===== src/rtl/alu_op_scheduler_if.sv =====
// Bundles the command, ALU and destination-register signals of alu_op_scheduler.
// master = SPI controller / ALU / register file side, slave = the scheduler.
interface alu_op_scheduler_if #(
  parameter int unsigned DEPTH = 4,
  parameter int unsigned CNT_W = 16
);
  localparam int unsigned CW = $clog2(DEPTH) + 1;

  logic              cmd_valid;
  logic [23:0]       cmd_data;
  logic              cmd_ready;
  logic              src_cap_en;
  logic [23:0]       src_data;
  logic              alu_en;
  logic              alu_done;
  logic [7:0]        alu_result;
  logic              dst_cap_en;
  logic [2:0]        dst_addr;
  logic [7:0]        dst_wdata;
  logic              busy;
  logic              err_timeout;
  logic              err_ovf;
  logic [CW-1:0]     fifo_count;
  logic [CNT_W-1:0]  done_cnt;

  modport master (
    output cmd_valid, cmd_data, alu_done, alu_result,
    input  cmd_ready, src_cap_en, src_data, alu_en, dst_cap_en, dst_addr,
           dst_wdata, busy, err_timeout, err_ovf, fifo_count, done_cnt
  );

  modport slave (
    input  cmd_valid, cmd_data, alu_done, alu_result,
    output cmd_ready, src_cap_en, src_data, alu_en, dst_cap_en, dst_addr,
           dst_wdata, busy, err_timeout, err_ovf, fifo_count, done_cnt
  );
endinterface


===== src/rtl/alu_op_scheduler.sv =====
// Queues 24-bit SPI commands and issues them one at a time to the ALU:
// load source register, start ALU, wait for result (with timeout), write destination.
module alu_op_scheduler #(
  parameter int unsigned DEPTH   = 4,
  parameter int unsigned TIMEOUT = 15,
  parameter int unsigned CNT_W   = 16
) (
  input  logic               clk,
  input  logic               rst,
  alu_op_scheduler_if.slave  bus
);

  localparam int unsigned AW = $clog2(DEPTH);
  localparam int unsigned CW = $clog2(DEPTH) + 1;
  localparam int unsigned TW = $clog2(TIMEOUT + 1);

  typedef struct packed {
    logic [1:0] rsvd;
    logic [2:0] dst;
    logic [2:0] sel;
    logic [7:0] opa;
    logic [7:0] opb;
  } cmd_t;

  typedef enum logic [2:0] {
    S_IDLE  = 3'd0,
    S_LOAD  = 3'd1,
    S_START = 3'd2,
    S_WAIT  = 3'd3,
    S_WRITE = 3'd4
  } state_t;

  state_t            state_q, state_d;
  cmd_t              mem_q [DEPTH];
  logic [AW-1:0]     wr_ptr_q, wr_ptr_d;
  logic [AW-1:0]     rd_ptr_q, rd_ptr_d;
  logic [CW-1:0]     count_q, count_d;
  logic [TW-1:0]     wcnt_q, wcnt_d;
  logic [2:0]        addr_q, addr_d;

  logic              cmd_ready_q, cmd_ready_d;
  logic              src_cap_en_q, src_cap_en_d;
  logic [23:0]       src_data_q, src_data_d;
  logic              alu_en_q, alu_en_d;
  logic              dst_cap_en_q, dst_cap_en_d;
  logic [2:0]        dst_addr_q, dst_addr_d;
  logic [7:0]        dst_wdata_q, dst_wdata_d;
  logic              busy_q, busy_d;
  logic              err_timeout_q, err_timeout_d;
  logic              err_ovf_q, err_ovf_d;
  logic [CNT_W-1:0]  done_cnt_q, done_cnt_d;

  logic              full;
  logic              push;
  logic              pop;
  cmd_t              head;

  assign full = (count_q == CW'(DEPTH));
  assign push = bus.cmd_valid && !full;
  assign pop  = (state_q == S_LOAD);
  assign head = mem_q[rd_ptr_q];

  // FIFO storage has no reset; occupancy is tracked by count_q
  always_ff @(posedge clk) begin
    if (push) begin
      mem_q[wr_ptr_q] <= cmd_t'(bus.cmd_data);
    end
  end

  // Next-state, FIFO bookkeeping and registered-output computation
  always_comb begin
    state_d       = state_q;
    wr_ptr_d      = wr_ptr_q;
    rd_ptr_d      = rd_ptr_q;
    count_d       = count_q;
    wcnt_d        = wcnt_q;
    addr_d        = addr_q;
    err_timeout_d = err_timeout_q;
    err_ovf_d     = err_ovf_q;
    done_cnt_d    = done_cnt_q;
    dst_wdata_d   = '0;

    if (push) begin
      wr_ptr_d = wr_ptr_q + AW'(1);
    end
    if (pop) begin
      rd_ptr_d = rd_ptr_q + AW'(1);
    end
    count_d = count_q + CW'(push) - CW'(pop);
    if (bus.cmd_valid && full) begin
      err_ovf_d = 1'b1;
    end

    case (state_q)
      S_IDLE: begin
        if (count_q != '0) begin
          state_d = S_LOAD;
        end
      end
      S_LOAD: begin
        addr_d  = head.dst;
        state_d = S_START;
      end
      S_START: begin
        wcnt_d  = '0;
        state_d = S_WAIT;
      end
      S_WAIT: begin
        if (bus.alu_done) begin
          dst_wdata_d = bus.alu_result;
          state_d     = S_WRITE;
        end else begin
          wcnt_d = wcnt_q + TW'(1);
          if (wcnt_d == TW'(TIMEOUT)) begin
            err_timeout_d = 1'b1;
            state_d       = S_IDLE;
          end
        end
      end
      S_WRITE: begin
        done_cnt_d = done_cnt_q + CNT_W'(1);
        state_d    = (count_q != '0) ? S_LOAD : S_IDLE;
      end
      default: begin
        state_d = S_IDLE;
      end
    endcase

    // Moore outputs are registered, so they are derived from the next state
    cmd_ready_d  = (count_d != CW'(DEPTH));
    src_cap_en_d = (state_d == S_LOAD);
    src_data_d   = (state_d == S_LOAD) ? 24'(head) : 24'd0;
    alu_en_d     = (state_d == S_START);
    dst_cap_en_d = (state_d == S_WRITE);
    dst_addr_d   = (state_d == S_WRITE) ? addr_q : 3'd0;
    busy_d       = (state_d != S_IDLE) || (count_d != '0);
  end

  always_ff @(posedge clk) begin
    if (rst) begin
      state_q       <= S_IDLE;
      wr_ptr_q      <= '0;
      rd_ptr_q      <= '0;
      count_q       <= '0;
      wcnt_q        <= '0;
      addr_q        <= '0;
      cmd_ready_q   <= 1'b1;
      src_cap_en_q  <= 1'b0;
      src_data_q    <= '0;
      alu_en_q      <= 1'b0;
      dst_cap_en_q  <= 1'b0;
      dst_addr_q    <= '0;
      dst_wdata_q   <= '0;
      busy_q        <= 1'b0;
      err_timeout_q <= 1'b0;
      err_ovf_q     <= 1'b0;
      done_cnt_q    <= '0;
    end else begin
      state_q       <= state_d;
      wr_ptr_q      <= wr_ptr_d;
      rd_ptr_q      <= rd_ptr_d;
      count_q       <= count_d;
      wcnt_q        <= wcnt_d;
      addr_q        <= addr_d;
      cmd_ready_q   <= cmd_ready_d;
      src_cap_en_q  <= src_cap_en_d;
      src_data_q    <= src_data_d;
      alu_en_q      <= alu_en_d;
      dst_cap_en_q  <= dst_cap_en_d;
      dst_addr_q    <= dst_addr_d;
      dst_wdata_q   <= dst_wdata_d;
      busy_q        <= busy_d;
      err_timeout_q <= err_timeout_d;
      err_ovf_q     <= err_ovf_d;
      done_cnt_q    <= done_cnt_d;
    end
  end

  assign bus.cmd_ready   = cmd_ready_q;
  assign bus.src_cap_en  = src_cap_en_q;
  assign bus.src_data    = src_data_q;
  assign bus.alu_en      = alu_en_q;
  assign bus.dst_cap_en  = dst_cap_en_q;
  assign bus.dst_addr    = dst_addr_q;
  assign bus.dst_wdata   = dst_wdata_q;
  assign bus.busy        = busy_q;
  assign bus.err_timeout = err_timeout_q;
  assign bus.err_ovf     = err_ovf_q;
  assign bus.fifo_count  = count_q;
  assign bus.done_cnt    = done_cnt_q;

endmodule


===== src/flat_wrapper.sv =====
// flat-port wrapper written by rule: the top's interface ports become plain ports
module alu_op_scheduler_flat 
#(
  parameter int unsigned DEPTH   = 4,
  parameter int unsigned TIMEOUT = 15,
  parameter int unsigned CNT_W   = 16
)
  (clk, rst, bus_cmd_valid, bus_cmd_data, bus_alu_done, bus_alu_result, bus_cmd_ready, bus_src_cap_en, bus_src_data, bus_alu_en, bus_dst_cap_en, bus_dst_addr, bus_dst_wdata, bus_busy, bus_err_timeout, bus_err_ovf, bus_fifo_count, bus_done_cnt);
  alu_op_scheduler_if #(.DEPTH(DEPTH), .CNT_W(CNT_W)) bus_i ();
  input  logic clk;
  input  logic rst;
  input wire logic [$bits(bus_i.cmd_valid)-1:0] bus_cmd_valid;
  input wire logic [$bits(bus_i.cmd_data)-1:0] bus_cmd_data;
  input wire logic [$bits(bus_i.alu_done)-1:0] bus_alu_done;
  input wire logic [$bits(bus_i.alu_result)-1:0] bus_alu_result;
  output wire logic [$bits(bus_i.cmd_ready)-1:0] bus_cmd_ready;
  output wire logic [$bits(bus_i.src_cap_en)-1:0] bus_src_cap_en;
  output wire logic [$bits(bus_i.src_data)-1:0] bus_src_data;
  output wire logic [$bits(bus_i.alu_en)-1:0] bus_alu_en;
  output wire logic [$bits(bus_i.dst_cap_en)-1:0] bus_dst_cap_en;
  output wire logic [$bits(bus_i.dst_addr)-1:0] bus_dst_addr;
  output wire logic [$bits(bus_i.dst_wdata)-1:0] bus_dst_wdata;
  output wire logic [$bits(bus_i.busy)-1:0] bus_busy;
  output wire logic [$bits(bus_i.err_timeout)-1:0] bus_err_timeout;
  output wire logic [$bits(bus_i.err_ovf)-1:0] bus_err_ovf;
  output wire logic [$bits(bus_i.fifo_count)-1:0] bus_fifo_count;
  output wire logic [$bits(bus_i.done_cnt)-1:0] bus_done_cnt;
  assign bus_i.cmd_valid = bus_cmd_valid;
  assign bus_i.cmd_data = bus_cmd_data;
  assign bus_i.alu_done = bus_alu_done;
  assign bus_i.alu_result = bus_alu_result;
  assign bus_cmd_ready = bus_i.cmd_ready;
  assign bus_src_cap_en = bus_i.src_cap_en;
  assign bus_src_data = bus_i.src_data;
  assign bus_alu_en = bus_i.alu_en;
  assign bus_dst_cap_en = bus_i.dst_cap_en;
  assign bus_dst_addr = bus_i.dst_addr;
  assign bus_dst_wdata = bus_i.dst_wdata;
  assign bus_busy = bus_i.busy;
  assign bus_err_timeout = bus_i.err_timeout;
  assign bus_err_ovf = bus_i.err_ovf;
  assign bus_fifo_count = bus_i.fifo_count;
  assign bus_done_cnt = bus_i.done_cnt;
  alu_op_scheduler #(.DEPTH(DEPTH), .TIMEOUT(TIMEOUT), .CNT_W(CNT_W)) u_core (.clk(clk), .rst(rst), .bus(bus_i));
endmodule

===== config.mk =====
export PLATFORM = sky130hd
export DESIGN_NAME = alu_op_scheduler_flat
export DESIGN_NICKNAME = d
export VERILOG_FILES = /design/src/rtl/alu_op_scheduler_if.sv /design/src/rtl/alu_op_scheduler.sv /design/src/flat_wrapper.sv
export SDC_FILE = /design/constraint.sdc
export NUM_CORES = 1
export LEC_CHECK = 0
export CAP_MARGIN = 20
export CORE_MARGIN = 3
export CORE_UTILIZATION = 48
export CTS_CLUSTER_DIAMETER = 200
export CTS_CLUSTER_SIZE = 16
export DETAILED_ROUTE_END_ITERATION = 6
export GPL_TIMING_DRIVEN = 0
export MAX_ROUTING_LAYER = met4
export PLACE_DENSITY = 0.75
export SLEW_MARGIN = 20
export SYNTH_ARGS = -nofsm -noshare
export SYNTH_HDL_FRONTEND = slang
export SYNTH_SLANG_ARGS = --single-unit

===== constraint.sdc =====
create_clock -name clk -period 2.7 [get_ports clk]
set_input_delay 0.27 -clock clk [delete_from_list [all_inputs] [get_ports clk]]
set_output_delay 0.27 -clock clk [all_outputs]
set_load 0.01 [all_outputs]

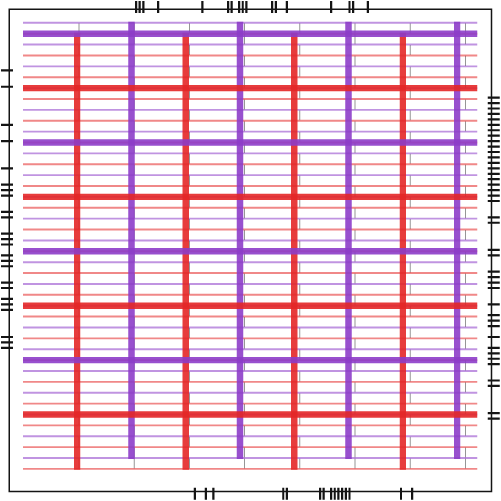
run_1/floorplan.png
(4 px per µm) Pins as bars on the die edge. Tap cells in gray.
| net | color |
|---|---|
| VSS | red |
| VDD | purple |
signal pins: 97
met4 straps: 8
met5 straps: 8
rows: 41
tap cells: 172

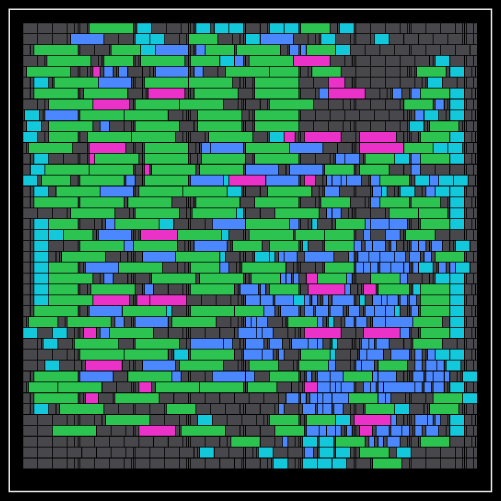
run_1/class_map.png
(4 px per µm) Fill, decap, tap and diode cells in gray.
| class | color | cells |
|---|---|---|
| clock drivers and dummy loads | magenta | 32 |
| remaining buffers and delay cells | cyan | 112 |
| remaining logic cells | blue | 213 |
| registers | green | 173 |

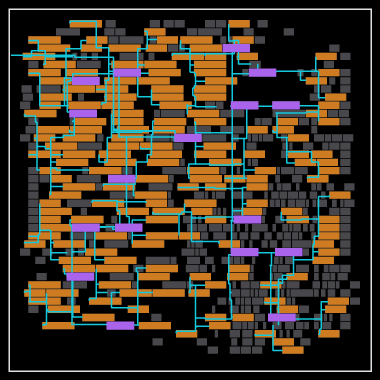
run_1/clock_wires.png
(3 px per µm)
[flip-flops] orange | count: 173
[clock wires] cyan | length: 1690 µm
[clock-net drivers] purple | count: 17
flops lie: widely spread
routed clock nets: 18

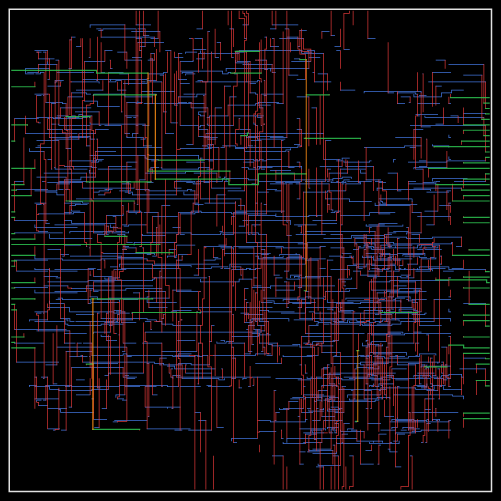
run_1/layers.png
(4 px per µm)
| layer | color | wire length |
|---|---|---|
| M3 | green | 609 µm |
| M1 | blue | 5100 µm |
| M2 | red | 5700 µm |
| M4 | orange | 154 µm |

==> results.cfg, run 1 <==
; synthesis and place-and-route metrics
[floorplan]
core_util_floorplan = 0.494
row_count = 41
chipWidth_um = 120
core_mm2 = 0.0127

[critical_path]
cp_slowest_cell = fa_1
slowest_delay_ns = 0.39
cp-end-kind = flip-flop
r2r_start = u_core.state_q[1]
cp_top_family = adder cells

[place]
placed_area_mm2 = 0.00744
place_hpwl_um = 7570
gp_congestion = 0.771

[sta]
maxClockFrequency_mhz = 401
layout_min_cycle_time_ns = 2.49
slew_headroom = 0.542
holdWs_ns = 0.422
post-route-period-util = 0.923
fin_ws_ns = 0.208

[min_path]
min_path_type = primary input to flip-flop
hp-start = bus_alu_result[1]

[power]
power.share.switching = 0.261
powerDensity_mw_per_mm2 = 891
seqPwrFrac = 0.460
power.total_mw = 7.15
p_leak_nw = 2.70

[synthesis]
simple_gate_share = 0.111
synth-xor-area-share = 0.0238
syn_nets = 448
synth_flops = 173
yosysWarnings = 0
synth_area_mm2 = 0.00626
ys_cells = 402
synth_async_sr_flop_share = 0

[global_route]
antenna_found_initial = 0
grt_pass1_vias = 3570

[drt]
drtIter0Drc = 225
routed_wl_um = 11600
routedWlPerCell_um = 16.5

[cts]
cts_root_buf = clkbuf_16

[run_status]
status = completed
-- run 1: synthesized netlist by cell type, types with 9 or more instances --
master / n / area (µm²)
edfxtp_1: 96 / 2880
dfxtp_1: 77 / 1540
nor2_1: 29 / 109
nor2b_1: 26 / 163
mux4_2: 24 / 541
and2_1: 15 / 93.8
clkbuf_1: 13 / 48.8
inv_1: 11 / 41.3
a21oi_1: 10 / 50.1
xnor2_1: 10 / 87.6
ha_1: 9 / 113
nand2_1: 9 / 33.8
-- run 1: worst max path at each step --
stage	to	cells after the start	startpoint
after CTS	u_core.bus.busy	9	u_core.bus.fifo_count[1]
after global placement	u_core.bus.busy	11	u_core.state_q[0]
after floorplan	u_core.bus.busy	11	u_core.state_q[0]
after detailed placement	u_core.bus.busy	11	u_core.state_q[0]
after global routing	u_core.bus.busy	11	u_core.state_q[1]
final	u_core.bus.busy	11	u_core.state_q[1]
-- run 1: area by class of cell --
class                      instances  area [µm²]  share of cell area
buffer                            15        60.1             0.00749
clock buffer                      19         433              0.0540
clock inverter                    13         130              0.0162
inverter                          11        41.3             0.00515
multi-input combinational        202        1750               0.218
sequential                       173        4430               0.552
tap                              172         215              0.0268
timing repair buffer              97         968               0.121
-- run 1: metal layers --
| metal | vias up | routed length [µm] | track usage |
|---|---|---|---|
| met2 | 106 | 5700 | 0.271 |
| met1 | 1735 | 5100 | 0.222 |
| met4 | 0 | 153 | 0.0644 |
| met5 | - | 0 | - |
| li1 | 1703 | - | - |
| met3 | 14 | 609 | 0.0438 |
-- run 1: cells by family after synthesis --
logic type      count (synthesis)
flops                         173
simple gates                  120
mux                            28
compound gates                 27
buf+inv                        27
xor+xnor                       17
fa+ha+maj                      10
-- run 1: flip-flops by register name, summed over array words and instances (netlist names), named ones only --
name	count
u_core.addr_q	3
u_core.bus.alu_en	1
u_core.bus.busy	1
u_core.bus.cmd_ready	1
u_core.bus.done_cnt	16
u_core.bus.dst_addr	3
u_core.bus.dst_cap_en	1
u_core.bus.dst_wdata	8
u_core.bus.err_ovf	1
u_core.bus.err_timeout	1
u_core.bus.fifo_count	3
u_core.bus.src_cap_en	1
u_core.bus.src_data	24
u_core.mem_q	96
u_core.rd_ptr_q	2
u_core.state_q	3
u_core.wcnt_q	4
u_core.wr_ptr_q	2
-- run 1: cell usage in the layout (no fill, tap or decap), types with 4 or more instances in the layout --
master / count
xor2_1: 7
mux2i_1: 4
dfxtp_1: 76
o21ai_0: 4
edfxtp_1: 96
a21oi_1: 10
nand3_1: 8
nor3_1: 8
nor4_1: 4
clkdlybuf4s50_1: 96
inv_1: 11
mux4_2: 24
clkbuf_1: 14
xnor2_1: 10
and2_1: 11
nor2_1: 29
ha_1: 9
inv_6: 5
and2_2: 4
clkbuf_16: 17
nand2_1: 9
nand3b_1: 4
nor2b_1: 26
-- run 1: power groups by stage --
stage / clock, mW / combinational [mW] / sequential (mW)
after floorplan: 0 / 0.916 / 3.36
final: 2.29 / 1.57 / 3.29
after CTS: 2.34 / 1.58 / 3.29
after detailed placement: 0 / 1.57 / 3.32
after global placement: 0 / 1.54 / 3.31
after global routing: 2.45 / 1.72 / 3.32
==> run 1 -> run 2 <==
--- a/config.mk
+++ b/config.mk
@@ -6,7 +6,7 @@
 export NUM_CORES = 1
 export LEC_CHECK = 0
 export CAP_MARGIN = 20
-export CORE_MARGIN = 3
+export CORE_MARGIN = 4
 export CORE_UTILIZATION = 48
 export CTS_CLUSTER_DIAMETER = 200
 export CTS_CLUSTER_SIZE = 16
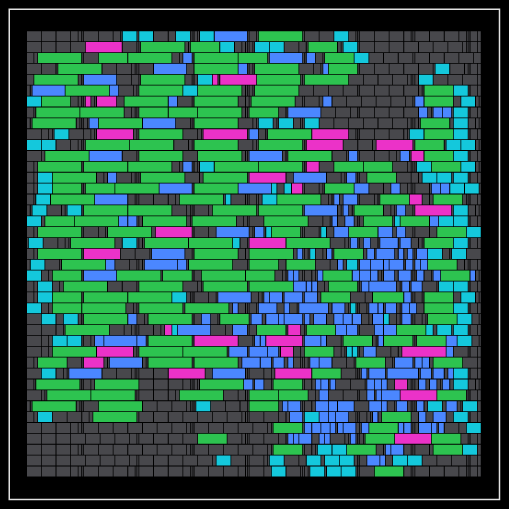
run_2/class_map.png
(4 px per µm) Fill, decap, tap and diode cells in gray.
row count: 41
Seq/total area: 0.549
Layout Utilization: 0.637

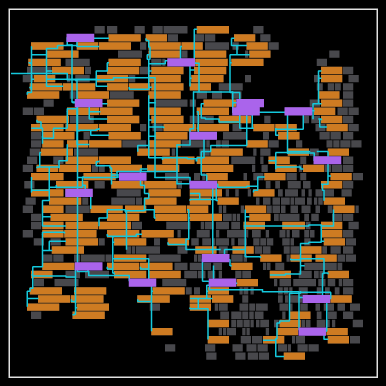
run_2/clock_wires.png
(3 px per µm)
[clock-net drivers] purple | count: 17
[flip-flops] orange | count: 173
[clock wires] cyan | length: 1710 µm
flops lie: widely spread
routed clock nets: 18
Clk Latency, worst-skew pair: 0.43 ns
share of power burned in the clock network: 0.340
total clock network power: 2.50 mW

==> results.cfg, run 2 <==
; synthesis and place-and-route metrics
[sta]
fin_ws_ns = 0.246
holdWs_ns = 0.416
layout_min_cycle_time_ns = 2.45
clock_skew_ns = 0.0102
maxClockFrequency_mhz = 407
post-route-period-util = 0.909
slew_headroom = 0.540
rsz0062_at_grt = false

[synthesis]
yosys.area.top_type_share = 0.461
synth_area_mm2 = 0.00626
synth.area.top_cells = edfxtp_1, dfxtp_1, mux4_2, nor2b_1, ha_1
ys_seq_share = 0.707
synth-edff-count = 96
yosysWarnings = 0
synth_flops = 173
top_cell = edfxtp_1
top_cells_by_count = edfxtp_1, dfxtp_1, nor2_1
synth_area_leader_cell = edfxtp_1
synth_async_sr_flop_share = 0
ys_cells = 402

[final_layout]
comb_area_mm2 = 0.00174
regArea_mm2 = 0.00443
largest_reg_flops = 96
final_cell_mix = clkdlybuf4s50_1, edfxtp_1, dfxtp_1
largest-register = u_core.mem_q

[place]
place_hpwl_um = 7610
gp_congestion = 0.793
placed_area_mm2 = 0.00744

[drt]
routed_wl_um = 11700
top_layer_used = met4
met2_length_um = 5550
wl_met3_um = 824
drtIter0Drc = 194
routedWlPerCell_um = 16.7
viasPerCell = 5.23
wl_met1_um = 5110

[critical_path]
cp_slowest_cell = fa_1
start_kind = flip-flop
r2r_start = u_core.state_q[2]
slowest_delay_ns = 0.37
cp-end-kind = flip-flop
critical_path.max_fanout = 10

[min_path]
hp-start = bus_alu_result[5]
min_path_type = primary input to flip-flop

[cts]
cts_root_buf = clkbuf_16

[power]
p_leak_nw = 2.73
seqPwrFrac = 0.450
power.total_mw = 7.34
power.share.switching = 0.251
powerDensity_mw_per_mm2 = 910

[floorplan]
num_io_pins = 97
die_h_um = 122
core_mm2 = 0.0127
chipWidth_um = 122
core_util_floorplan = 0.494

[global_route]
grt_pass1_vias = 3618
grt_pass1_wl_um = 18700
antenna_found_initial = 1
grt_max_degree = 25

[run_status]
status = completed
-- run 2: power by group through the flow --
stage	registers [mW]	logic, mW	clock network (mW)
after floorplan	3.36	0.916	0
after detailed placement	3.33	1.57	0
after global placement	3.31	1.55	0
after CTS	3.28	1.60	2.54
final	3.31	1.54	2.50
after global routing	3.34	1.70	2.66
-- run 2: cells by family after synthesis --
logic type | share of synthesized area
fa+ha+maj | 0.0212
flops | 0.707
mux | 0.0928
buf+inv | 0.0168
compound gates | 0.0272
xor+xnor | 0.0238
simple gates | 0.111
-- run 2: stage by stage --
step                cells  setup TNS [ns]
floorplan             402               0
global placement      670           -6.58
detailed placement    670          -0.477
CTS                   703               0
global route          702               0
finish                702               0
-- run 2: layout make-up --
cell class / count / share of cell area
inverter: 11 / 0.00512
multi-input combinational: 202 / 0.216
antenna: 1 / 0.000310
sequential: 173 / 0.549
buffer: 14 / 0.00698
timing repair buffer: 97 / 0.120
clock inverter: 11 / 0.0192
clock buffer: 21 / 0.0571
tap: 172 / 0.0267
-- run 2: worst max-delay path by stage --
stage | start | end | slack [ns] | cells after the start
3_5_place_dp | u_core.state_q[0] | u_core.bus.busy | -0.30 | 11
6_report | u_core.state_q[2] | u_core.bus.busy | 0.25 | 11
2_1_floorplan | u_core.state_q[0] | u_core.bus.busy | 0.08 | 11
4_1_cts | u_core.state_q[0] | u_core.bus.busy | 0.04 | 11
3_3_place_gp | u_core.state_q[0] | u_core.bus.busy | -0.32 | 11
5_1_grt | u_core.state_q[2] | u_core.bus.busy | 0.008 | 11
-- run 2: repair_timing --
action | 4_1_cts | 5_1_grt
cloned | 0 | 0
setup endpoints to repair | 3 | 2
endpoints found under the hold margin | 0 | 0
buffers inserted | 1 | 0
resized | 1 | 2
-- run 2: layer usage --
layer,GRT usage,up-vias
li1,-,1706
met1,0.218,1816
met2,0.260,123
met3,0.0576,25
met4,0.0735,0
met5,-,-
-- run 2: critical path, delay by kind of cell (launching register included) --
| kind | cells | cell delay, ns |
|---|---|---|
| xor gates and xnor gates | 2 | 0.29 |
| AOI/OAI and AO/OA | 1 | 0.15 |
| buffers and inverters | 3 | 0.27 |
| adders and majority gates | 3 | 0.75 |
| and+or+nand+nor | 2 | 0.56 |
| DFF | 1 | 0.29 |
==> run 2 -> run 3 <==
--- a/config.mk
+++ b/config.mk
@@ -6,6 +6,7 @@
 export NUM_CORES = 1
 export LEC_CHECK = 0
 export CAP_MARGIN = 20
+export CORE_ASPECT_RATIO = 0.9
 export CORE_MARGIN = 4
 export CORE_UTILIZATION = 48
 export CTS_CLUSTER_DIAMETER = 200
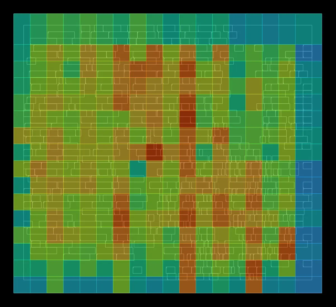
run_3/congestion_map.png
Top Usage Layer GRT: met2
M1 GR Usage: 0.204
Routed wire per std cell: 16.6 µm
met3 Use GR: 0.0553
Layout Utilization: 0.634

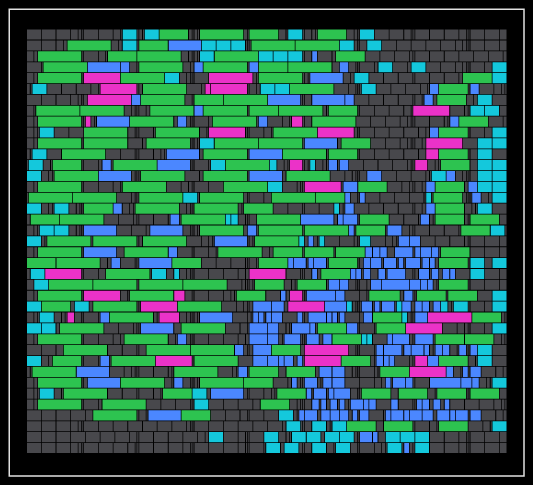
run_3/class_map.png
(4 px per µm) Fill, decap, tap and diode cells in gray.
| class | color | cells |
|---|---|---|
| remaining logic cells | blue | 213 |
| remaining buffers and delay cells | cyan | 112 |
| clock drivers and dummy loads | magenta | 32 |
| registers | green | 173 |
core footprint: 0.0127 mm²
row count: 39
post-route cell area: 0.00808 mm²
Seq/total area: 0.548

==> results.cfg, run 3 <==
; synthesis and place-and-route metrics
[sta]
rsz0062_at_grt = false
clock_skew_ns = 0.00930
maxClockFrequency_mhz = 395
slew_headroom = 0.530
tns_ns = 0
post-route-period-util = 0.938
holdWs_ns = 0.422
fin_ws_ns = 0.168
layout_min_cycle_time_ns = 2.53

[synthesis]
synthAdderAreaFrac = 0.0212
simple_gate_share = 0.111
yosysWarnings = 0
synth_async_sr_flop_share = 0
synth-edff-count = 96
syn_avg_cell_area_um2 = 15.6
syn_nets = 448
synth_area_mm2 = 0.00626
top_cell = edfxtp_1
synth_flops = 173
ys_cells = 402
logic_family = simple AND/OR/NAND/NOR gates
synth_area_leader_cell = edfxtp_1
ys_sh_mux = 0.0928
yosys.area.top_type_share = 0.461
synth-xor-area-share = 0.0238
ys_sh_aoi = 0.0272
ys_seq_share = 0.707
synth.area.top_cells = edfxtp_1, dfxtp_1, mux4_2, nor2b_1, ha_1
top_cells_by_count = edfxtp_1, dfxtp_1, nor2_1

[floorplan]
core_util_floorplan = 0.491
num_io_pins = 97
chipWidth_um = 128
die_h_um = 116

[cts]
cts.sinks = 173
clk-insertion-delay-late_ns = 0.41
cts_root_buf = clkbuf_16
htreeDepth = 4
clk_pin_slew_ns = 0.06

[place]
gp_congestion = 0.805
place_hpwl_um = 7480

[final_layout]
largest-register = u_core.mem_q
final_cell_mix = clkdlybuf4s50_1, edfxtp_1, dfxtp_1
diodes = 0
largest_reg_flops = 96

[global_route]
gr-usage-met2 = 0.270
grt_pass1_wl_um = 18300
grtUsageTotal = 0.168
grt_max_degree = 25
overflow = 0
grt_pass1_vias = 3519

[power]
seqPwrFrac = 0.443
power.share.switching = 0.249
powerDensity_mw_per_mm2 = 918
p_leak_nw = 2.74
p_clk_frac = 0.345

[critical_path]
slowest_delay_ns = 0.38
start_kind = flip-flop
cp_slowest_cell = fa_1
cp-end-kind = flip-flop
critical_path.max_fanout = 9
path_class = flip-flop to flip-flop

[drt]
vias = 3507
drtIter0Drc = 162
route.detailed.drc = 0
viasPerCell = 5.05
routed_wl_um = 11500

[run_status]
status = completed

[min_path]
min_path_type = primary input to flip-flop
## run 3: netlist changes by cell type in the layout (fill, tap and decap cells not counted), sizes merged
cell and delta:
clkinv +2, diode -1, bufinv +1, clkbuf -1, inv -2, clkinvlp +1
## run 3: critical path: cells and delay by family (launching register included)
family          cells  cell delay (ns)
simple gates        2             0.54
buf+inv             3             0.31
xor+xnor            2             0.32
compound gates      1             0.15
fa+ha+maj           3             0.78
flops               1             0.29
## run 3: cell families (layout without fill, tap and decap cells)
group,after synthesis,in the layout
AND-OR/OR-AND,27,27
XOR/XNOR,17,17
adder cells (fa/ha/maj),10,10
buffers and inverters,27,155
flip-flops,173,173
multiplexers,28,28
AND/OR/NAND/NOR,120,120
## run 3: through the flow
stage	std cells	instance area, µm²	power [mW]
after floorplan	402	6260	4.28
after CTS	694	8070	7.48
after detailed placement	662	7430	4.89
final	694	8080	7.42
after global placement	662	7420	4.85
after global routing	694	8080	7.78
## run 3: worst paths after layout
| path | startpoint | to | slack [ns] |
|---|---|---|---|
| setup reg to reg | u_core.state_q[1] | u_core.bus.busy | 0.17 |
| hold reg to reg | u_core.bus.err_timeout | u_core.bus.err_timeout | 0.44 |
| hold / removal | bus_alu_result[4] | u_core.bus.dst_wdata[4] | 0.42 |
| setup / recovery | u_core.state_q[1] | u_core.bus.busy | 0.17 |
## run 3: repair_timing
item,CTS,global route
hold buffers,0,0
resized,1,3
buffers inserted,1,0
endpoints found under the setup margin,3,1
## run 3: layer usage
metal | up-vias | part of all wire | routed length (µm)
li1 | 1699 | - | -
met3 | 6 | 0.052 | 599
met2 | 81 | 0.51 | 5880
met1 | 1721 | 0.43 | 4950
met4 | 0 | 0.0070 | 80
met5 | - | 0 | 0
## run 3: power groups by stage
| stage | clock network, mW | logic, mW | registers [mW] |
|---|---|---|---|
| 6_report | 2.56 | 1.57 | 3.29 |
| 5_1_grt | 2.73 | 1.73 | 3.32 |
| 4_1_cts | 2.61 | 1.59 | 3.29 |
| 3_5_place_dp | 0 | 1.57 | 3.32 |
| 3_3_place_gp | 0 | 1.54 | 3.31 |
| 2_1_floorplan | 0 | 0.916 | 3.36 |
## run 3: layout make-up
class | count | area (µm²)
timing repair buffer | 97 | 968
clock inverter | 13 | 188
tap | 164 | 205
fill | 916 | 4660
inverter | 11 | 41.3
multi-input combinational | 202 | 1750
sequential | 173 | 4430
buffer | 15 | 60.1
clock buffer | 19 | 443
Power is estimated from default activity; no workload was simulated.
